<file path="src/rtl/id_stage.sv">
// Decode stage: 32x32 register file, opcode decode, immediate extension,
// load-use stall detection and the registered ID/EX bundle. Optional ID_BYPASS_EN.
module id_stage #(
  parameter int IMM_W = 16
) (
  input  logic        CLK,
  input  logic        RST,
  input  logic [31:0] Ins,
  input  logic [31:0] nextPC,
  input  logic        W_RegWrite,
  input  logic [4:0]  W_RegAddr,
  input  logic [31:0] W_Data,
  input  logic        Flush,
  output logic        Stall,
  output logic [31:0] E_PC,
  output logic [31:0] E_RsData,
  output logic [31:0] E_RtData,
  output logic [31:0] E_Imm,
  output logic [4:0]  E_Rs,
  output logic [4:0]  E_Rt,
  output logic [4:0]  E_Rd,
  output logic [4:0]  E_Shamt,
  output logic [5:0]  E_Funct,
  output logic [31:0] E_JAddr,
  output logic        E_RegWrite,
  output logic        E_MemRead,
  output logic        E_MemWrite,
  output logic        E_ALUSrc,
  output logic        E_RegDst,
  output logic        E_MemtoReg,
  output logic        E_Branch,
  output logic        E_Jump,
  output logic [1:0]  E_ALUOp
);

  typedef struct packed {
    logic       reg_write, mem_read, mem_write, alu_src;
    logic       reg_dst, mem_to_reg, branch, jump;
    logic [1:0] alu_op;
  } ctrl_t;

  typedef struct packed {
    logic [31:0] pc, rs_data, rt_data, imm, jaddr;
    logic [4:0]  rs, rt, rd, shamt;
    logic [5:0]  funct;
    ctrl_t       ctrl;
  } ex_t;

  localparam logic [5:0] OP_R = 6'h00, OP_ADDI = 6'h08, OP_LW = 6'h23,
                         OP_SW = 6'h2b, OP_BEQ = 6'h04, OP_J = 6'h02;

  logic [31:0] rf_q [32];
  logic [31:0] rf_d [32];
  ex_t         ex_q, ex_d;
  ctrl_t       ctrl;
  logic [5:0]  op;
  logic [4:0]  rs, rt;
  logic [31:0] rs_rd, rt_rd;
  logic        uses_rt, hazard;

  assign op = Ins[31:26];
  assign rs = Ins[25:21];
  assign rt = Ins[20:16];

  always_comb begin
    rf_d = rf_q;
    if (W_RegWrite && W_RegAddr != 5'd0) rf_d[W_RegAddr] = W_Data;
  end

  // Read ports; r0 is hardwired to zero regardless of array contents
  always_comb begin
    rs_rd = (rs == 5'd0) ? 32'd0 : rf_q[rs];
    rt_rd = (rt == 5'd0) ? 32'd0 : rf_q[rt];
`ifdef ID_BYPASS_EN
    if (W_RegWrite && W_RegAddr != 5'd0 && W_RegAddr == rs) rs_rd = W_Data;
    if (W_RegWrite && W_RegAddr != 5'd0 && W_RegAddr == rt) rt_rd = W_Data;
`endif
  end

  always_comb begin
    ctrl = '0;
    case (op)
      OP_R:    begin ctrl.reg_dst = 1'b1; ctrl.reg_write = 1'b1; ctrl.alu_op = 2'b10; end
      OP_ADDI: begin ctrl.alu_src = 1'b1; ctrl.reg_write = 1'b1; end
      OP_LW:   begin
        ctrl.alu_src = 1'b1; ctrl.mem_read = 1'b1;
        ctrl.mem_to_reg = 1'b1; ctrl.reg_write = 1'b1;
      end
      OP_SW:   begin ctrl.alu_src = 1'b1; ctrl.mem_write = 1'b1; end
      OP_BEQ:  begin ctrl.branch = 1'b1; ctrl.alu_op = 2'b01; end
      OP_J:    ctrl.jump = 1'b1;
      default: ctrl = '0;
    endcase
  end

  // Only ops that actually source rt can create a hazard through it
  always_comb begin
    uses_rt = (op == OP_R) || (op == OP_SW) || (op == OP_BEQ);
    hazard  = ex_q.ctrl.mem_read && (ex_q.rt != 5'd0) &&
              ((ex_q.rt == rs) || ((ex_q.rt == rt) && uses_rt));
    Stall   = hazard && !Flush;
  end

  always_comb begin
    ex_d.pc      = nextPC;
    ex_d.rs_data = rs_rd;
    ex_d.rt_data = rt_rd;
    ex_d.imm     = {{(32-IMM_W){Ins[IMM_W-1]}}, Ins[IMM_W-1:0]};
    ex_d.jaddr   = {nextPC[31:28], Ins[25:0], 2'b00};
    ex_d.rs      = rs;
    ex_d.rt      = rt;
    ex_d.rd      = Ins[15:11];
    ex_d.shamt   = Ins[10:6];
    ex_d.funct   = Ins[5:0];
    ex_d.ctrl    = (hazard || Flush) ? ctrl_t'('0) : ctrl;
  end

  always_ff @(posedge CLK) begin
    if (RST) begin
      ex_q <= '0;
      for (int i = 0; i < 32; i++) rf_q[i] <= 32'd0;
    end else begin
      ex_q <= ex_d;
      rf_q <= rf_d;
    end
  end

  assign E_PC       = ex_q.pc;
  assign E_RsData   = ex_q.rs_data;
  assign E_RtData   = ex_q.rt_data;
  assign E_Imm      = ex_q.imm;
  assign E_JAddr    = ex_q.jaddr;
  assign E_Rs       = ex_q.rs;
  assign E_Rt       = ex_q.rt;
  assign E_Rd       = ex_q.rd;
  assign E_Shamt    = ex_q.shamt;
  assign E_Funct    = ex_q.funct;
  assign E_RegWrite = ex_q.ctrl.reg_write;
  assign E_MemRead  = ex_q.ctrl.mem_read;
  assign E_MemWrite = ex_q.ctrl.mem_write;
  assign E_ALUSrc   = ex_q.ctrl.alu_src;
  assign E_RegDst   = ex_q.ctrl.reg_dst;
  assign E_MemtoReg = ex_q.ctrl.mem_to_reg;
  assign E_Branch   = ex_q.ctrl.branch;
  assign E_Jump     = ex_q.ctrl.jump;
  assign E_ALUOp    = ex_q.ctrl.alu_op;

endmodule

</file>
<file path="config.mk">
export PLATFORM = sky130hd
export DESIGN_NAME = id_stage
export DESIGN_NICKNAME = d
export VERILOG_FILES = /design/src/rtl/id_stage.sv
export SDC_FILE = /design/constraint.sdc
export NUM_CORES = 2
export LEC_CHECK = 0
export CAP_MARGIN = 20
export CORE_MARGIN = 2
export CORE_UTILIZATION = 32
export CTS_BUF_LIST = sky130_fd_sc_hd__clkbuf_8
export CTS_CLUSTER_DIAMETER = 120
export DETAILED_ROUTE_END_ITERATION = 6
export HOLD_SLACK_MARGIN = 0.05
export SETUP_SLACK_MARGIN = 0.3
export SLEW_MARGIN = 40
export SYNTH_ARGS = -nofsm -noshare
export SYNTH_HDL_FRONTEND = slang
export SYNTH_SLANG_ARGS = --single-unit
</file>
<file path="constraint.sdc">
create_clock -name CLK -period 1.96 [get_ports CLK]
set_input_delay 0.196 -clock CLK [delete_from_list [all_inputs] [get_ports CLK]]
set_output_delay 0.196 -clock CLK [all_outputs]
set_load 0.02 [all_outputs]
</file>
==> git commit body <==
Refresh implementation metrics

- The flow ran to the end, but the final reports show violations.
- Violated checks: hold timing, setup timing
- By area, combinational gates come first.
* TritonCTS clock tree: done
* Smallest setup slack after layout: -721 ps
- Switching portion of total power: 0.279
- Worst r2r dst: E_RsData[30]
- The final hold violation count recorded for this run is 8.
- In the final report, the number of endpoints failing setup comes to 17.
- Cell count of the worst hold path: 7
- Logic pwr share: 0.115
* Worst Path Required: 1760 ps
- Across all stage logs, warnings added up to 48.
* Slew at the pin with the worst max-slew slack: 864 ps
- Start point of the critical path: E_JAddr[21]
- Met3 track demand over resource in global routing: 0.0617
* Tightest hold margin: -43.1 ps
* Reg power frac: 0.467
- Dominant cell type by area after synthesis: dfxtp_1
* Via/cell ratio: 5.67
- The design received a total of 2325 well taps at floorplan.
- After filler insertion, the fill cell instance count of the layout stands at 16900.
- Crit path buf inv count: 2
- Instance count of the mapped netlist: 6357
- Total Routed Length: 243000 um
- Overall die width: 422 um
* Number of top-level pins: 302
* Largest stage delay on the critical path: 320 ps
- Share of layout cells above drive strength 1: 0.277
* Max Fclk: 373 MHz
- CP Max Fanout: 2
* DRC errors left: 0
- Across all register-to-register paths, the minimum setup slack is 120 ps.
- In this run the mean area of a mapped cell was 8.80 sq um.
* Cell Chain, Critical Path: xor2_1 > nor4_2 > buf_4 > o211ai_1 > a21oi_2 > nor2b_4 > buf_6
- The worst setup path is launched from a flip-flop.
- Per the layout report, the design carries 0 non-clock inverters.
- MUX share of area: 0.227
* Post-CTS Setup Bufs: 23
* Final worst-path cycle share: 1.37
- Non-clock buffers, area share: 0.157
- Gate family responsible for the most delay along the worst path: simple AND/OR/NAND/NOR gates
- Busiest metal layer after global routing: met2
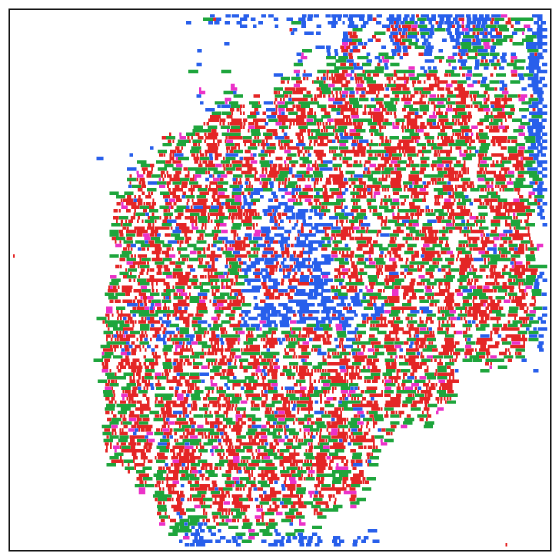
cell_classes.png
legend:
  all other logic:
    colour: red
    cells: 4517
  other buffers and delay cells:
    colour: blue
    cells: 1007
  flip-flops:
    colour: green
    cells: 1155
  clock drivers and dummy loads:
    colour: magenta
    cells: 333
share of cell area taken by flip-flops and latches: 0.327
number of core rows: 153
final instance area: 71800 sq um
core footprint: 174000 sq um
Finished Core Util: 0.413

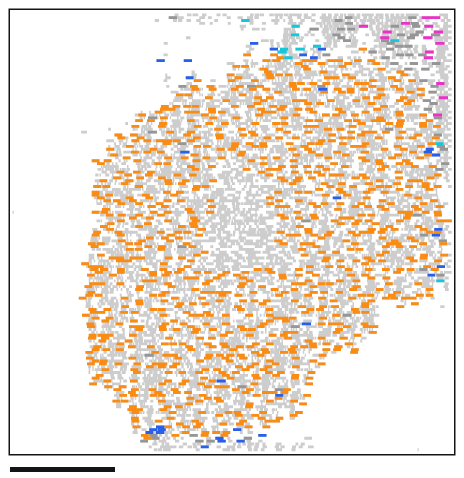
registers.png
The bar under the picture is 100 um long.
legend:
  `E_JAddr`:
    colour: cyan
    sequential_cells: 11
  `rf_q`:
    colour: orange
    sequential_cells: 1024
    where: all over the die
  `E_RtData`:
    colour: blue
    sequential_cells: 32
    where: all over the die
  `E_Imm`:
    colour: magenta
    sequential_cells: 15
    where: north-east
sequential group power: 24.0 mW
Reg area: 23500 sq um

Power figures rest on the tool's default switching activity, not on a simulated workload.
